==> src/rtl/sort_frame_buf_pkg.sv <==
// Shared definitions for the sort frame buffer and the selection-sort stage.
// Default sample geometry, bank state encoding, pad value and slot indexing.
package sort_pkg;

    localparam int SORT_N     = 8;
    localparam int SORT_K     = 10;
    localparam int SORT_MAX_N = 64;

    typedef enum logic [1:0] {
        EMPTY   = 2'd0,
        FILLING = 2'd1,
        FULL    = 2'd2
    } bank_state_e;

    // Callers narrow this to their own sample width with a size cast.
    function automatic logic [SORT_MAX_N-1:0] PAD_VALUE();
        return '1;
    endfunction

    function automatic int slot_lo(input int slot, input int width);
        return slot * width;
    endfunction

endpackage

==> src/rtl/sort_frame_buf_if.sv <==
// Sample stream and frame handshake between feeder, buffer and sorter.
// in_last exists only when SORT_FRAME_PAD_EN is defined.
interface sort_frame_buf_if #(
    parameter int N = 8,
    parameter int K = 10
) ();
    localparam int CW = $clog2(K + 1);

    logic          in_valid;
    logic          in_ready;
    logic [N-1:0]  in_data;
`ifdef SORT_FRAME_PAD_EN
    logic          in_last;
`endif
    logic          frame_valid;
    logic          frame_ready;
    logic [N*K-1:0] frame_data;
    logic [CW-1:0] frame_len;

    modport slave (
        input  in_valid,
        input  in_data,
`ifdef SORT_FRAME_PAD_EN
        input  in_last,
`endif
        input  frame_ready,
        output in_ready,
        output frame_valid,
        output frame_data,
        output frame_len
    );

    modport master (
        output in_valid,
        output in_data,
`ifdef SORT_FRAME_PAD_EN
        output in_last,
`endif
        output frame_ready,
        input  in_ready,
        input  frame_valid,
        input  frame_data,
        input  frame_len
    );

endinterface

==> src/rtl/sort_frame_buf_bank.sv <==
// One K x N sample bank: slot write port, tail padding on close, bank state
// and stored frame length. state_nx exposes the next state to the pointer logic.
module sort_frame_bank
    import sort_pkg::*;
#(
    parameter int N = SORT_N,
    parameter int K = SORT_K,
    localparam int CW = $clog2(K + 1)
) (
    input  logic           clk,
    input  logic           rst_n,
    input  logic           clear,
    input  logic           wr_en,
    input  logic           wr_close,
    input  logic [CW-1:0]  wr_idx,
    input  logic [N-1:0]   wr_data,
    input  logic           rd_release,
    output bank_state_e    state_q,
    output bank_state_e    state_nx,
    output logic [N*K-1:0] data,
    output logic [CW-1:0]  len_q
);

    localparam logic [N-1:0] PAD = N'(PAD_VALUE());

    bank_state_e   state_d;
    logic [N-1:0]  slots_q [K];
    logic [N-1:0]  slots_d [K];
    logic [CW-1:0] len_d;

    // Release and write never target the same bank in one cycle: a FULL bank
    // is never the write target while its in_ready is low.
    always_comb begin
        state_d = state_q;
        slots_d = slots_q;
        len_d   = len_q;
        if (clear) begin
            state_d = EMPTY;
            len_d   = '0;
            for (int j = 0; j < K; j++) begin
                slots_d[j] = '0;
            end
        end else begin
            if (rd_release) begin
                state_d = EMPTY;
            end
            if (wr_en) begin
                for (int j = 0; j < K; j++) begin
                    if (CW'(j) == wr_idx) begin
                        slots_d[j] = wr_data;
                    end else if (wr_close && (CW'(j) > wr_idx)) begin
                        slots_d[j] = PAD;
                    end
                end
                if (wr_close) begin
                    state_d = FULL;
                    len_d   = wr_idx + CW'(1);
                end else begin
                    state_d = FILLING;
                end
            end
        end
    end

    always_ff @(posedge clk or negedge rst_n) begin
        if (!rst_n) begin
            state_q <= EMPTY;
            len_q   <= '0;
            for (int j = 0; j < K; j++) begin
                slots_q[j] <= '0;
            end
        end else begin
            state_q <= state_d;
            len_q   <= len_d;
            slots_q <= slots_d;
        end
    end

    always_comb begin
        data = '0;
        for (int j = 0; j < K; j++) begin
            data[slot_lo(j, N) +: N] = slots_q[j];
        end
    end

    assign state_nx = state_d;

endmodule

==> src/rtl/sort_frame_buf.sv <==
// Ping-pong frame buffer feeding the selection sorter: two banks, write/read
// pointers and handshakes. Optional early close via in_last: SORT_FRAME_PAD_EN.
module sort_frame_buf
    import sort_pkg::*;
#(
    parameter int N = SORT_N,
    parameter int K = SORT_K,
    localparam int CW = $clog2(K + 1)
) (
    input  logic               clk,
    input  logic               rst_n,
    input  logic               flush,
    sort_frame_buf_if.slave    bus,
    output logic [15:0]        frames_out
);

    logic          wr_sel_q, wr_sel_d;
    logic          rd_sel_q, rd_sel_d;
    logic [CW-1:0] fill_cnt_q, fill_cnt_d;
    logic [15:0]   frames_out_q, frames_out_d;
    logic          in_ready_q, in_ready_d;

    bank_state_e    bank_state_q  [2];
    bank_state_e    bank_state_nx [2];
    logic [N*K-1:0] bank_data     [2];
    logic [CW-1:0]  bank_len      [2];

    logic       last_in;
    logic       xfer;
    logic       close;
    logic       fvalid;
    logic       accept;
    logic [1:0] wr_en;
    logic [1:0] rel;
    logic [1:0] full_nx;

`ifdef SORT_FRAME_PAD_EN
    assign last_in = bus.in_last;
`else
    assign last_in = 1'b0;
`endif

    // flush masks both handshakes so a same-cycle transfer or accept is dropped.
    always_comb begin
        xfer   = bus.in_valid && in_ready_q && !flush;
        close  = xfer && ((fill_cnt_q == CW'(K - 1)) || last_in);
        fvalid = (bank_state_q[rd_sel_q] == FULL);
        accept = fvalid && bus.frame_ready && !flush;
        for (int b = 0; b < 2; b++) begin
            wr_en[b] = xfer && (wr_sel_q == 1'(b));
            rel[b]   = accept && (rd_sel_q == 1'(b));
        end
    end

    for (genvar g = 0; g < 2; g++) begin : g_bank
        sort_frame_bank #(
            .N (N),
            .K (K)
        ) u_bank (
            .clk        (clk),
            .rst_n      (rst_n),
            .clear      (flush),
            .wr_en      (wr_en[g]),
            .wr_close   (close),
            .wr_idx     (fill_cnt_q),
            .wr_data    (bus.in_data),
            .rd_release (rel[g]),
            .state_q    (bank_state_q[g]),
            .state_nx   (bank_state_nx[g]),
            .data       (bank_data[g]),
            .len_q      (bank_len[g])
        );
    end

    // Pointers look at next-cycle bank states, so a bank freed in the same
    // cycle as the other completes becomes the write target without a bubble.
    always_comb begin
        for (int b = 0; b < 2; b++) begin
            full_nx[b] = (bank_state_nx[b] == FULL);
        end
        fill_cnt_d   = fill_cnt_q;
        rd_sel_d     = rd_sel_q;
        wr_sel_d     = wr_sel_q;
        frames_out_d = frames_out_q;
        if (flush) begin
            fill_cnt_d = '0;
            rd_sel_d   = 1'b0;
            wr_sel_d   = 1'b0;
        end else begin
            if (close) begin
                fill_cnt_d = '0;
            end else if (xfer) begin
                fill_cnt_d = fill_cnt_q + CW'(1);
            end
            if (accept) begin
                rd_sel_d     = ~rd_sel_q;
                frames_out_d = frames_out_q + 16'd1;
            end
            if (full_nx[wr_sel_q] && !full_nx[~wr_sel_q]) begin
                wr_sel_d = ~wr_sel_q;
            end
        end
        in_ready_d = !full_nx[wr_sel_d];
    end

    always_ff @(posedge clk or negedge rst_n) begin
        if (!rst_n) begin
            wr_sel_q     <= 1'b0;
            rd_sel_q     <= 1'b0;
            fill_cnt_q   <= '0;
            frames_out_q <= '0;
            in_ready_q   <= 1'b0;
        end else begin
            wr_sel_q     <= wr_sel_d;
            rd_sel_q     <= rd_sel_d;
            fill_cnt_q   <= fill_cnt_d;
            frames_out_q <= frames_out_d;
            in_ready_q   <= in_ready_d;
        end
    end

    assign bus.in_ready    = in_ready_q;
    assign bus.frame_valid = fvalid;
    assign bus.frame_data  = bank_data[rd_sel_q];
    assign bus.frame_len   = bank_len[rd_sel_q];
    assign frames_out      = frames_out_q;

endmodule

==> src/flat_wrapper.sv <==
// flat-port wrapper written by rule: the top's interface ports become plain ports
module sort_frame_buf_flat import sort_pkg::*;
#(
    parameter int N = SORT_N,
    parameter int K = SORT_K,
    localparam int CW = $clog2(K + 1)
)
  (clk, rst_n, flush, frames_out, bus_in_valid, bus_in_data, bus_frame_ready, bus_in_ready, bus_frame_valid, bus_frame_data, bus_frame_len);
  sort_frame_buf_if #(.N(N), .K(K)) bus_i ();
  input  logic clk;
  input  logic rst_n;
  input  logic flush;
  output logic [15:0] frames_out;
  input wire logic [$bits(bus_i.in_valid)-1:0] bus_in_valid;
  input wire logic [$bits(bus_i.in_data)-1:0] bus_in_data;
  input wire logic [$bits(bus_i.frame_ready)-1:0] bus_frame_ready;
  output wire logic [$bits(bus_i.in_ready)-1:0] bus_in_ready;
  output wire logic [$bits(bus_i.frame_valid)-1:0] bus_frame_valid;
  output wire logic [$bits(bus_i.frame_data)-1:0] bus_frame_data;
  output wire logic [$bits(bus_i.frame_len)-1:0] bus_frame_len;
  assign bus_i.in_valid = bus_in_valid;
  assign bus_i.in_data = bus_in_data;
  assign bus_i.frame_ready = bus_frame_ready;
  assign bus_in_ready = bus_i.in_ready;
  assign bus_frame_valid = bus_i.frame_valid;
  assign bus_frame_data = bus_i.frame_data;
  assign bus_frame_len = bus_i.frame_len;
  sort_frame_buf #(.N(N), .K(K)) u_core (.clk(clk), .rst_n(rst_n), .flush(flush), .bus(bus_i), .frames_out(frames_out));
endmodule
==> config.mk <==
export PLATFORM = sky130hd
export DESIGN_NAME = sort_frame_buf_flat
export DESIGN_NICKNAME = d
export VERILOG_FILES = /design/src/rtl/sort_frame_buf_pkg.sv /design/src/rtl/sort_frame_buf_if.sv /design/src/rtl/sort_frame_buf_bank.sv /design/src/rtl/sort_frame_buf.sv /design/src/flat_wrapper.sv
export SDC_FILE = /design/constraint.sdc
export NUM_CORES = 1
export LEC_CHECK = 0
export ABC_AREA = 1
export CORE_MARGIN = 2
export CORE_UTILIZATION = 52
export CTS_BUF_LIST = sky130_fd_sc_hd__clkbuf_2 sky130_fd_sc_hd__clkbuf_4 sky130_fd_sc_hd__clkbuf_8
export DETAILED_ROUTE_END_ITERATION = 8
export GPL_ROUTABILITY_DRIVEN = 0
export PLACE_DENSITY = 0.89
export SKIP_CTS_REPAIR_TIMING = 1
export SLEW_MARGIN = 20
export SYNTH_ARGS = -nofsm -noshare
export SYNTH_HDL_FRONTEND = slang
export SYNTH_SLANG_ARGS = --single-unit
==> constraint.sdc <==
create_clock -name clk -period 1.4 [get_ports clk]
set_input_delay 0.21 -clock clk [delete_from_list [all_inputs] [get_ports clk]]
set_output_delay 0.21 -clock clk [all_outputs]
set_load 0.02 [all_outputs]
### Signal wires by layer, run 1

Two of the layers only.
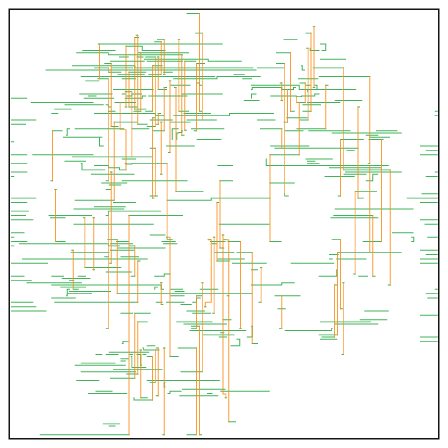
- metal 4: orange (wire length 1930 um)
- metal 3: green (wire length 2830 um)
Vias: 8930
GR Util All Layers: 25.37%

### Register map, names as in the netlist, run 1

Other sequential cells in the stronger gray, the rest of the logic in the fainter gray.
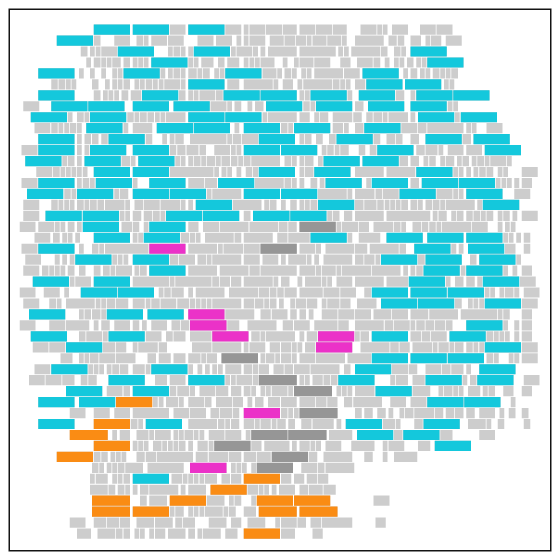
- u_core.g_bank.u_bank.data: cyan (flops 160)
- u_core.frames_out: orange (flops 16)
- u_core.g_bank.u_bank.len_q: magenta (flops 8)
- not colored: 11
Storage cell area: 0.004891 sq mm
sequential cell area share: 38.35%
Sequential Power: 7.08 mW
post-route core utilization: 76.90%

### Port wiring, run 1

The bar under the picture is 50 um long.
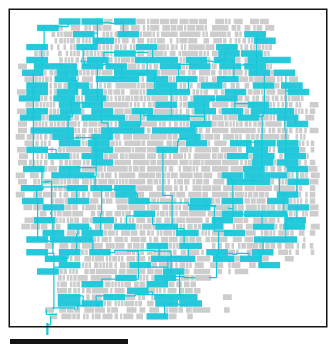
- rst_n: cyan (direction input; edge south; end cells 195; buffers 10; wire 1410 um)
IO Pins: 115
Port Buf Inserts: 114

==> impl_metrics.env <==
# implementation run metrics
export IMPL_start_kind="register"
export IMPL_wl_met1_um=10750
export IMPL_num_rows=47
export IMPL_nFillCells=942
export IMPL_topCellsByArea="dfrtp_1 (55%), nand2_1 (19%), o21ai_1 (8.5%)"
export IMPL_htreeDepth=4
export IMPL_cts_sinks=195
export IMPL_syn_inst=1057
export IMPL_hold_violations=0
export IMPL_cp_endpoint="bus_frame_data[41]"
export IMPL_avgViaCountPerCell=6.083
export IMPL_drive_gt1_share_pct=34.78
export IMPL_common_cells="nand2_1 (452), dfrtp_1 (195), o21ai_1 (149), nor2_1 (35), clkbuf_1 (34)"
export IMPL_status="finished with violations"
export IMPL_powerComb_mw=5.42
export IMPL_grt_max_degree=49
export IMPL_dr_pass1_iters=6
export IMPL_combPwrFrac_pct=32.8
export IMPL_simple_gate_area_share_pct=25.39
export IMPL_coreArea_sq_mm=0.01658
export IMPL_drv_slew=0
export IMPL_irDropWorstVdd_v=0.0007963
export IMPL_yosys_warnings=0
export IMPL_yosysUniqueCellTypes=35
export IMPL_violations="setup timing"
export IMPL_areaGrowthSynthToFinish_pct=44.96
export IMPL_timing_rr_end="u_core.frames_out[8]$_DFFE_PN0P_"
export IMPL_yosysSeqAreaShare_pct=55.47
export IMPL_avgSynthCellArea_sq_um=8.323
export IMPL_final_area_sq_mm=0.01275
export IMPL_p_switching_mw=6.067
export IMPL_clock_latency_ps=490
export IMPL_drcViolationCount=0
export IMPL_largest_reg_flops=160
export IMPL_fmax_mhz=522.5
export IMPL_nNetsFinal=1252
export IMPL_cap_violations=0
export IMPL_chipArea_sq_mm=0.01797
export IMPL_r2r_start="u_core.rd_sel_q$_DFFE_PN0P_"
export IMPL_first_iter_violations=1128
export IMPL_internal_power_mw=10.49
export IMPL_power_density_mw_per_mm2=1298
export IMPL_synth_stat_cells=1057
export IMPL_num_antenna_cells=0
export IMPL_overflow=0
export IMPL_cp_max_fo=6
export IMPL_endpoint_kind="primary output"
export IMPL_edf_count=0
export IMPL_cp_startpoint="u_core.rd_sel_q$_DFFE_PN0P_"
export IMPL_dr_wl_met3_um=2831
export IMPL_setup_ws_ps=-514.0
export IMPL_yosysTopAreaCell="dfrtp_1"
export IMPL_cts_tree="built"
export IMPL_fin_crit_sh_pct=136.7
export IMPL_hold_class="input port to asynchronous set/reset pin"
export IMPL_compound_area_share_pct=11.89
export IMPL_tightest_slew_ps=471.9
export IMPL_fp_util_pct=53.05
export IMPL_yosys_mux_area_fraction_pct=0
export IMPL_p_seq_share_pct=42.8
export IMPL_wl_per_cell_um=20.99
export IMPL_die_h_um=134.1
export IMPL_cts_buffers=17
export IMPL_slew_headroom_pct=68.54
export IMPL_ys_sh_xor_pct=1.195
export IMPL_grt_pass1_wl_um=36240
export IMPL_ys_flop_type="dfrtp_1"
export IMPL_netlist_area_sq_mm=0.008797
export IMPL_worstSetupPathType="register to primary output"
export IMPL_synth_most_common_cell="nand2_1"
export IMPL_ys_sh_adder_pct=0.5689
export IMPL_synth_async_sr_flop_share_pct=100.0
export IMPL_top_layer="met4"
export IMPL_cts_root_buf="clkbuf_8"
export IMPL_ant_nets=0
export IMPL_powerClk_mw=4.05
export IMPL_arrival_ps=1700
export IMPL_r2r_cells=10
export IMPL_clkTransAtPathRegs_ps=100
export IMPL_setup_viol=252
export IMPL_ys_top_logic_family="simple AND/OR/NAND/NOR gates"
[run 1: cell type report]
| type | instances | area (sq um) | share of cell area [%] |
|---|---|---|---|
| Inverter | 36 | 167.7 | 1.315 |
| Timing Repair inverter | 2 | 17.52 | 0.1374 |
| Sequential cell | 195 | 4891 | 38.35 |
| Clock inverter | 14 | 196.4 | 1.540 |
| Clock buffer | 18 | 241.5 | 1.894 |
| Multi-Input combinational cell | 768 | 4452 | 34.91 |
| Tap cell | 220 | 275.3 | 2.159 |
| Timing Repair Buffer | 215 | 2511 | 19.69 |
[run 1: metrics by stage]
step / setup TNS (ps) / total power [mW] / setup WS [ps] / instances / hold WS (ps)
global placement: -88010 / 11.30 / -397.1 / 1402 / 169.4
finish: -51380 / 16.56 / -514.0 / 1468 / 230.4
CTS: -85150 / 15.36 / -935.0 / 1434 / -335.8
global route: -63850 / 17.14 / -524.5 / 1468 / 258.9
detailed placement: -96380 / 11.45 / -428.7 / 1402 / 173.4
floorplan: -1012 / 9.386 / -57.95 / 1057 / -85.59
[run 1: per-layer routing]
metal | global-route usage, % | vias to the layer above
met5 | 0 | -
met3 | 4.271 | 191
met2 | 42.59 | 671
met1 | 33.02 | 4323
met4 | 10.41 | 0
li1 | - | 3745
[run 1: layout by cell type, fill, tap and decap left out, drive strengths merged, types with 11 or more instances in the layout]
cell           synthesis  final
nand2                483    490
dfrtp                195    195
buf                   31    174
o21ai                171    171
inv                   35     40
nor2                  39     39
clkbuf                34     35
a31oi                 16     16
dlymetal6s2s           0     12
clkdlybuf4s50          0     11
nand3                 11     11
[run 1: worst max-delay path: stages (launching register included)]
cell and delay [ps]:
dfrtp_2 520, buf_6 190, clkbuf_16 170, nand2_1 80
nand2_1 90, clkbuf_2 170
Power figures rest on the tool's default switching activity, not on a simulated workload.
